Figure 1. The metal 3 layer (run 1).
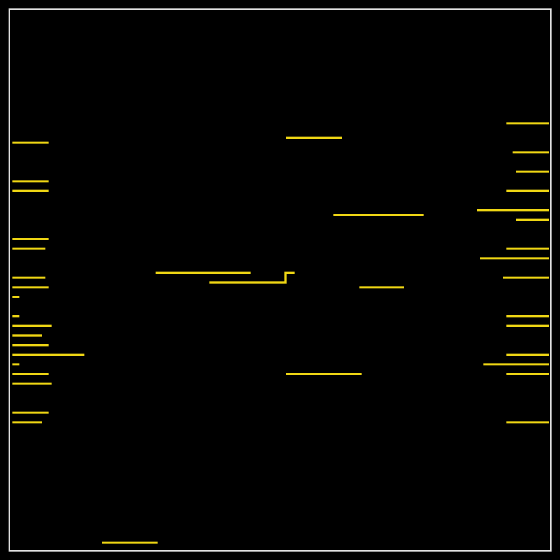
Figure 2. Routing congestion map (run 1).
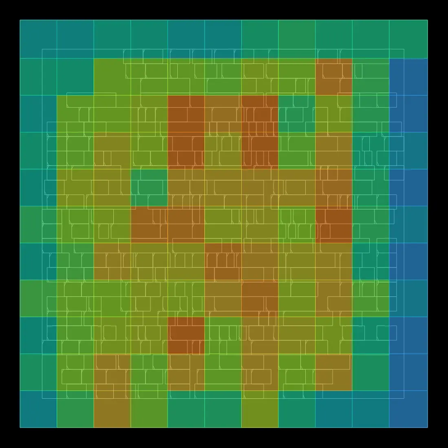
Figure 3. Gate families picked out (run 1).
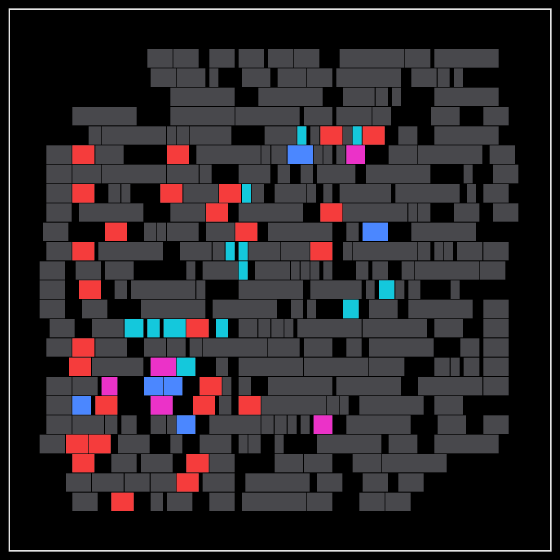
Figure 4. Where the registers sit (run 1).
Bar = 20 um.
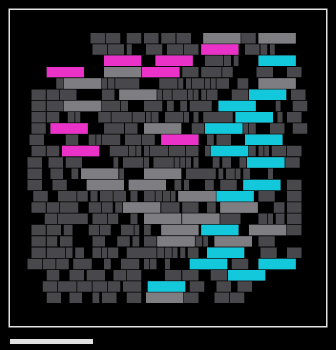
$ cat src/rtl/hybrid_adder_pipe_if.sv
// Operand/result stream bundle for the two-stage hybrid adder.
// master = producer of operands and consumer of results, slave = the adder.
interface hybrid_adder_pipe_if #(
    parameter int WIDTH = 16
);
    logic [WIDTH-1:0] Xi;
    logic [WIDTH-1:0] Yi;
    logic             C0;
    logic             sub;
    logic             in_valid;
    logic             in_ready;
    logic [WIDTH-1:0] Si;
    logic             Cout;
    logic             V;
    logic             Z;
    logic             out_valid;
    logic             out_ready;

    modport master (
        output Xi, Yi, C0, sub, in_valid, out_ready,
        input  in_ready, Si, Cout, V, Z, out_valid
    );

    modport slave (
        input  Xi, Yi, C0, sub, in_valid, out_ready,
        output in_ready, Si, Cout, V, Z, out_valid
    );
endinterface

$ cat src/rtl/hybrid_adder_pipe.sv
// Two-stage pipelined add/subtract unit. Stage 1 adds the lower half with
// grouped carry-lookahead, stage 2 finishes the upper half from the
// registered lower carry and produces the flags. Valid/ready handshake on
// both sides, two operations in flight.
module hybrid_adder_pipe #(
    parameter int WIDTH = 16,
    parameter int GRP   = 4
) (
    input  logic               clk,
    input  logic               rst_n,
    hybrid_adder_pipe_if.slave bus
);
    localparam int HALF = WIDTH / 2;
    localparam int NGRP = HALF / GRP;

    // Half-width adder: GRP-bit lookahead groups, carry ripples group to group.
    // Returns {carry_out, sum}.
    function automatic logic [HALF:0] cla_add(
        input logic [HALF-1:0] x,
        input logic [HALF-1:0] y,
        input logic            cin
    );
        logic [HALF-1:0] p;
        logic [HALF-1:0] g;
        logic [HALF-1:0] s;
        logic            c_grp;
        logic            gg;
        logic            pp;
        p     = x ^ y;
        g     = x & y;
        s     = '0;
        c_grp = cin;
        for (int k = 0; k < NGRP; k++) begin
            gg = 1'b0;
            pp = 1'b1;
            for (int j = 0; j < GRP; j++) begin
                // carry into bit j expressed from the group's prefix G/P and group carry-in
                s[k*GRP+j] = p[k*GRP+j] ^ (gg | (pp & c_grp));
                gg = g[k*GRP+j] | (p[k*GRP+j] & gg);
                pp = pp & p[k*GRP+j];
            end
            c_grp = gg | (pp & c_grp);
        end
        return {c_grp, s};
    endfunction

    logic             v1;
    logic             v2;
    logic [HALF-1:0]  s1_lo;
    logic             c1_lo;
    logic [HALF-1:0]  x1_hi;
    logic [HALF-1:0]  y1_hi;
    logic             x1_msb;
    logic             y1_msb;

    logic [WIDTH-1:0] si_q;
    logic             cout_q;
    logic             v_q;
    logic             z_q;

    logic [WIDTH-1:0] y_eff;
    logic             c_in;
    logic [HALF:0]    lo_sum;
    logic [HALF:0]    hi_sum;
    logic [WIDTH-1:0] si_next;
    logic             v_next;
    logic             accept;
    logic             load2;

    // Handshake: stage 2 frees whenever it is empty or being drained;
    // in_ready depends only on state and out_ready, never on in_valid.
    assign bus.in_ready  = ~v1 | ~v2 | bus.out_ready;
    assign accept        = bus.in_valid & bus.in_ready;
    assign load2         = v1 & (~v2 | bus.out_ready);
    assign bus.out_valid = v2;
    assign bus.Si        = si_q;
    assign bus.Cout      = cout_q;
    assign bus.V         = v_q;
    assign bus.Z         = z_q;

    // Datapath for both halves; subtract is X + ~Y + 1.
    always_comb begin
        y_eff   = bus.Yi ^ {WIDTH{bus.sub}};
        c_in    = bus.sub | bus.C0;
        lo_sum  = cla_add(bus.Xi[HALF-1:0], y_eff[HALF-1:0], c_in);
        hi_sum  = cla_add(x1_hi, y1_hi, c1_lo);
        si_next = {hi_sum[HALF-1:0], s1_lo};
        v_next  = (x1_msb == y1_msb) & (si_next[WIDTH-1] != x1_msb);
    end

    // Stage 1: lower sum and carry, upper operand halves and signs.
    always_ff @(posedge clk or negedge rst_n) begin
        if (!rst_n) begin
            v1     <= 1'b0;
            s1_lo  <= '0;
            c1_lo  <= 1'b0;
            x1_hi  <= '0;
            y1_hi  <= '0;
            x1_msb <= 1'b0;
            y1_msb <= 1'b0;
        end else begin
            v1 <= accept | (v1 & ~load2);
            if (accept) begin
                s1_lo  <= lo_sum[HALF-1:0];
                c1_lo  <= lo_sum[HALF];
                x1_hi  <= bus.Xi[WIDTH-1:HALF];
                y1_hi  <= y_eff[WIDTH-1:HALF];
                x1_msb <= bus.Xi[WIDTH-1];
                y1_msb <= y_eff[WIDTH-1];
            end
        end
    end

    // Stage 2: full result and flags, held while downstream stalls.
    always_ff @(posedge clk or negedge rst_n) begin
        if (!rst_n) begin
            v2     <= 1'b0;
            si_q   <= '0;
            cout_q <= 1'b0;
            v_q    <= 1'b0;
            z_q    <= 1'b0;
        end else begin
            v2 <= load2 | (v2 & ~bus.out_ready);
            if (load2) begin
                si_q   <= si_next;
                cout_q <= hi_sum[HALF];
                v_q    <= v_next;
                z_q    <= (si_next == '0);
            end
        end
    end
endmodule

$ cat src/flat_wrapper.sv
// flat-port wrapper written by rule: the top's interface ports become plain ports
module hybrid_adder_pipe_flat 
#(
    parameter int WIDTH = 16,
    parameter int GRP   = 4
)
  (clk, rst_n, bus_Xi, bus_Yi, bus_C0, bus_sub, bus_in_valid, bus_out_ready, bus_in_ready, bus_Si, bus_Cout, bus_V, bus_Z, bus_out_valid);
  hybrid_adder_pipe_if #(.WIDTH(WIDTH)) bus_i ();
  input  logic clk;
  input  logic rst_n;
  input wire logic [$bits(bus_i.Xi)-1:0] bus_Xi;
  input wire logic [$bits(bus_i.Yi)-1:0] bus_Yi;
  input wire logic [$bits(bus_i.C0)-1:0] bus_C0;
  input wire logic [$bits(bus_i.sub)-1:0] bus_sub;
  input wire logic [$bits(bus_i.in_valid)-1:0] bus_in_valid;
  input wire logic [$bits(bus_i.out_ready)-1:0] bus_out_ready;
  output wire logic [$bits(bus_i.in_ready)-1:0] bus_in_ready;
  output wire logic [$bits(bus_i.Si)-1:0] bus_Si;
  output wire logic [$bits(bus_i.Cout)-1:0] bus_Cout;
  output wire logic [$bits(bus_i.V)-1:0] bus_V;
  output wire logic [$bits(bus_i.Z)-1:0] bus_Z;
  output wire logic [$bits(bus_i.out_valid)-1:0] bus_out_valid;
  assign bus_i.Xi = bus_Xi;
  assign bus_i.Yi = bus_Yi;
  assign bus_i.C0 = bus_C0;
  assign bus_i.sub = bus_sub;
  assign bus_i.in_valid = bus_in_valid;
  assign bus_i.out_ready = bus_out_ready;
  assign bus_in_ready = bus_i.in_ready;
  assign bus_Si = bus_i.Si;
  assign bus_Cout = bus_i.Cout;
  assign bus_V = bus_i.V;
  assign bus_Z = bus_i.Z;
  assign bus_out_valid = bus_i.out_valid;
  hybrid_adder_pipe #(.WIDTH(WIDTH), .GRP(GRP)) u_core (.clk(clk), .rst_n(rst_n), .bus(bus_i));
endmodule
$ cat config.mk
export PLATFORM = sky130hd
export DESIGN_NAME = hybrid_adder_pipe_flat
export DESIGN_NICKNAME = d
export VERILOG_FILES = /design/src/rtl/hybrid_adder_pipe_if.sv /design/src/rtl/hybrid_adder_pipe.sv /design/src/flat_wrapper.sv
export SDC_FILE = /design/constraint.sdc
export NUM_CORES = 1
export LEC_CHECK = 0
export CAP_MARGIN = 0
export CORE_MARGIN = 4
export CORE_UTILIZATION = 54
export DETAILED_ROUTE_END_ITERATION = 8
export PLACE_DENSITY = 0.82
export SYNTH_ARGS = -nofsm -noshare
export SYNTH_HDL_FRONTEND = slang
export SYNTH_SLANG_ARGS = --single-unit
$ cat constraint.sdc
create_clock -name clk -period 6.6 [get_ports clk]
set_input_delay 1.32 -clock clk [delete_from_list [all_inputs] [get_ports clk]]
set_output_delay 1.32 -clock clk [all_outputs]
set_load 0.02 [all_outputs]
==> impl_metrics.csv, run 1 <==
group,metric,value,unit
drt,highest_layer,"met4",
sta,slew_viol_final,0,
drt,met3RoutedLength,241,um
pwr,pg_comb,0.438,mW
placed_design,pre_cts_ws,2160,ps
worst_setup_path,slowest_stage,"clkdlybuf4s50_1",
cells_and_area,antenna_cells,0,
floorplan,initCoreUtil,56.86,%
cts,numCtsBuffers,5,
logic_synthesis,aoi_share,11.22,%
logic_synthesis,ys_warn_count,0,
logic_synthesis,synthMuxAreaShare,8.524,%
sta,max-slew-margin-rel,33.94,%
drt,post_drt_via_cell_ratio,5.201,
worst_setup_path,rrSetupSlack,4040,ps
logic_synthesis,logic_family,"AND-OR/OR-AND gates",
cells_and_area,n_all_inverters,10,
run,maxCapViolCount,0,
global_route,gr-usage-met2,24.91,%
floorplan,die_area,5803,um^2
floorplan,n_tap_cell,52,
pwr,p_leak,1.407,nW
cts,clockBufferDepth,2,
placed_design,numPortBuffers,58,
drt,drtIter0Drc,87,
cts,postCtsHoldBufs,0,
run_status,status,"completed",
logic_synthesis,ys_cells,228,
cells_and_area,comb_area,1282,um^2
cells_and_area,largest_class,"logic gates",
sta,fin_skew,6.347,ps
placed_design,dp_hpwl,3.496,mm
cells_and_area,n_all_buffers,59,
worst_setup_path,setup.worst_path.class,"input pin to flop",
global_route,grt_pass1_wl,7.790,mm
Notes on Figure 1 above:
nets with wire on the layer: 37
longest straight run: 13.1 um
main direction: horizontal
wire length on this layer: 242 um
share of all routed wire: 5.3%
met3 capacity usage during global routing: 4.374%
via count: 1,763

Notes on Figure 2 above:
met1 Usage GRT: 22.57%
GRT Util Overall: 16.29%
Top Usage Layer GRT: met2

Notes on Figure 3 above:
| colour | family | cells |
|---|---|---|
| blue | non-inverting ao/oa cells | 6 |
| cyan | nor cells | 13 |
| red | xor and xnor cells | 27 |
| magenta | and/or cells | 5 |
most frequent logic cell in the layout: clkdlybuf4s50_1
final std cells w/o fill: 339
combinational share of cell area: 39.95%

Notes on Figure 4 above:
| colour | signal | placed flops |
|---|---|---|
| magenta | `u_core.x1_hi` | 8 |
| cyan | `u_core.bus.Si` | 16 |
final core occ: 72.73%
register area: 1151 um^2
fraction of area in registers: 35.85%
P_seq: 0.411 mW

==> run 1: worst register-to-register path: cells and delay by family (launching register included) <==
family          cells  cell delay (ps)
compound gates      4              650
xor+xnor            1              190
fa+ha+maj           2              770
flops               1              390
simple gates        3              480
==> run 1: worst paths after layout <==
check | endpoint
worst max-delay path | u_core.s1_lo[4]
worst min-delay path | u_core.bus.V
worst max register to register | u_core.bus.Z
worst min register to register | u_core.bus.V
max in group asynchronous | u_core.y1_hi[0]
min in group asynchronous | u_core.s1_lo[3]
==> run 1: metrics by stage <==
stage                     std cells  total power, mW  hold WS [ps]
after floorplan                 228           0.6785         456.3
final                           339            1.021         487.4
after CTS                       339            1.031         495.2
after detailed placement        331           0.8573         475.0
after global routing            339            1.094         522.6
after global placement          331           0.8449         462.5
==> inputs of run 2 (changes only) <==
Settings changed: CORE_UTILIZATION 54 to 45, PLACE_DENSITY 0.82 to 0.72.
Clock period 6.6 ns to 3.5 ns, I/O delays scaled along.
==> impl_metrics.csv, run 2 <==
group,metric,value,unit
placed_design,pre_cts_ws,332.4,ps
cells_and_area,sh_comb_area,39.03,%
floorplan,die_area,6837,um^2
cells_and_area,fin_util,62.35,%
sta,worstMarginPinSlew,1018,ps
logic_synthesis,synth.top_cell.area_share,45.86,%
cells_and_area,n_all_buffers,63,
placed_design,dp_hpwl,3.881,mm
worst_setup_path,setup.worst_path.class,"input pin to flop",
pwr,powerSeq,0.776,mW
cells_and_area,comb_area,1282,um^2
cells_and_area,antenna_cells,0,
placed_design,placed_cells,353,
logic_synthesis,synthMuxAreaShare,8.524,%
drt,drtIter0Drc,118,
global_route,grt_pass1_wl,8.245,mm
floorplan,initCoreUtil,47.63,%
sta,min_period,2872,ps
cts,postCtsHoldBufs,0,
sta,timing.hold.ws,484.3,ps
logic_synthesis,aoi_share,11.22,%
sta,fin_skew,4.436,ps
cells_and_area,seq_share,35.03,%
logic_synthesis,ys.flop_type,"dfrtp_1",
cts,numCtsBuffers,5,
placed_design,numPortBuffers,58,
logic_synthesis,synth-edff-count,0,
cells_and_area,layout.nets,348,
sta,max-slew-margin-rel,32.14,%
pwr,p_leak,1.428,nW
worst_setup_path,slowest_stage,"clkdlybuf4s50_1",
drt,post_drt_via_cell_ratio,4.964,
logic_synthesis,ys_warn_count,0,
sta,fin_ws,628.2,ps
run_status,status,"completed",
logic_synthesis,ys_cells,228,
cells_and_area,regArea,1151,um^2
pwr,power,2.008,mW
cts,clockBufferDepth,2,
logic_synthesis,logic_family,"AND-OR/OR-AND gates",
sta,slew_viol_final,0,
pwr,pg_comb,0.834,mW
-- run 2: cell counts after synthesis --
No cell type changed its count.
-- run 2: path summary, 6_finish.rpt --
kind	end	slack [ps]	depth (start not counted)
worst max-delay path	u_core.c1_lo	630	10
worst min-delay path	u_core.bus.Cout	480	2
worst max register to register	u_core.bus.Z	870	10
worst min register to register	u_core.bus.Cout	480	2
max in group asynchronous	u_core.x1_hi[3]	2310	1
min in group asynchronous	u_core.s1_lo[5]	570	1
-- run 2: metal layers --
layer	GRT usage [%]	part of all wire (%)	vias up
li1	-	-	910
met1	22.57	47	824
met2	24.68	44	52
met3	2.603	6.8	6
met4	5.392	1.4	0
met5	0	0	-
-- run 2: worst min-delay path, stage by stage (launching register included) --
cell     delay (ps)
dfrtp_1         350
nand2_1          50
o21ai_0          60
Figure 5. The metal 2 layer (run 2).
Bar = 20 um.
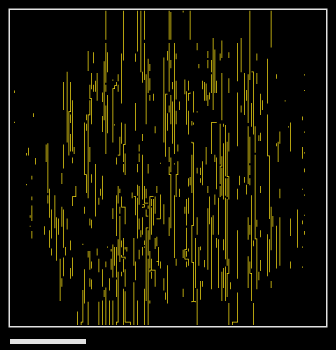
nets with wire on the layer: 294
longest straight run: 28.9 um
Routed WL: 4.892 mm
via count: 1,792
met2 usage: 24.68%

Figure 6. Routing congestion map (run 2).
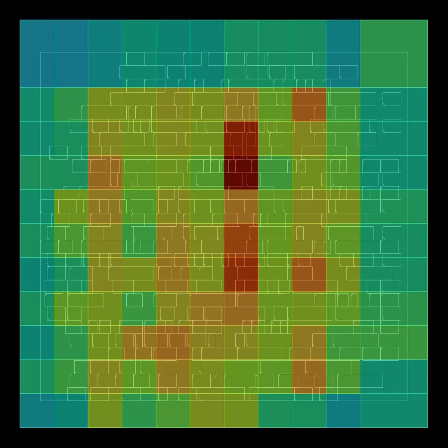
met3 capacity usage during global routing: 2.603%
GRT Util Overall: 15.90%
met1 Usage GRT: 22.57%

Figure 7. The metal 3 layer (run 2).
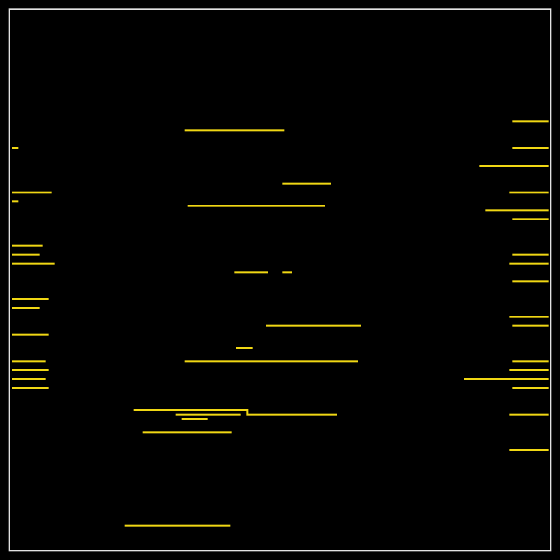
share of all routed wire: 6.8%
nets with wire on the layer: 39
main direction: horizontal
wire length on this layer: 331 um

Power and IR drop assume default switching activity.
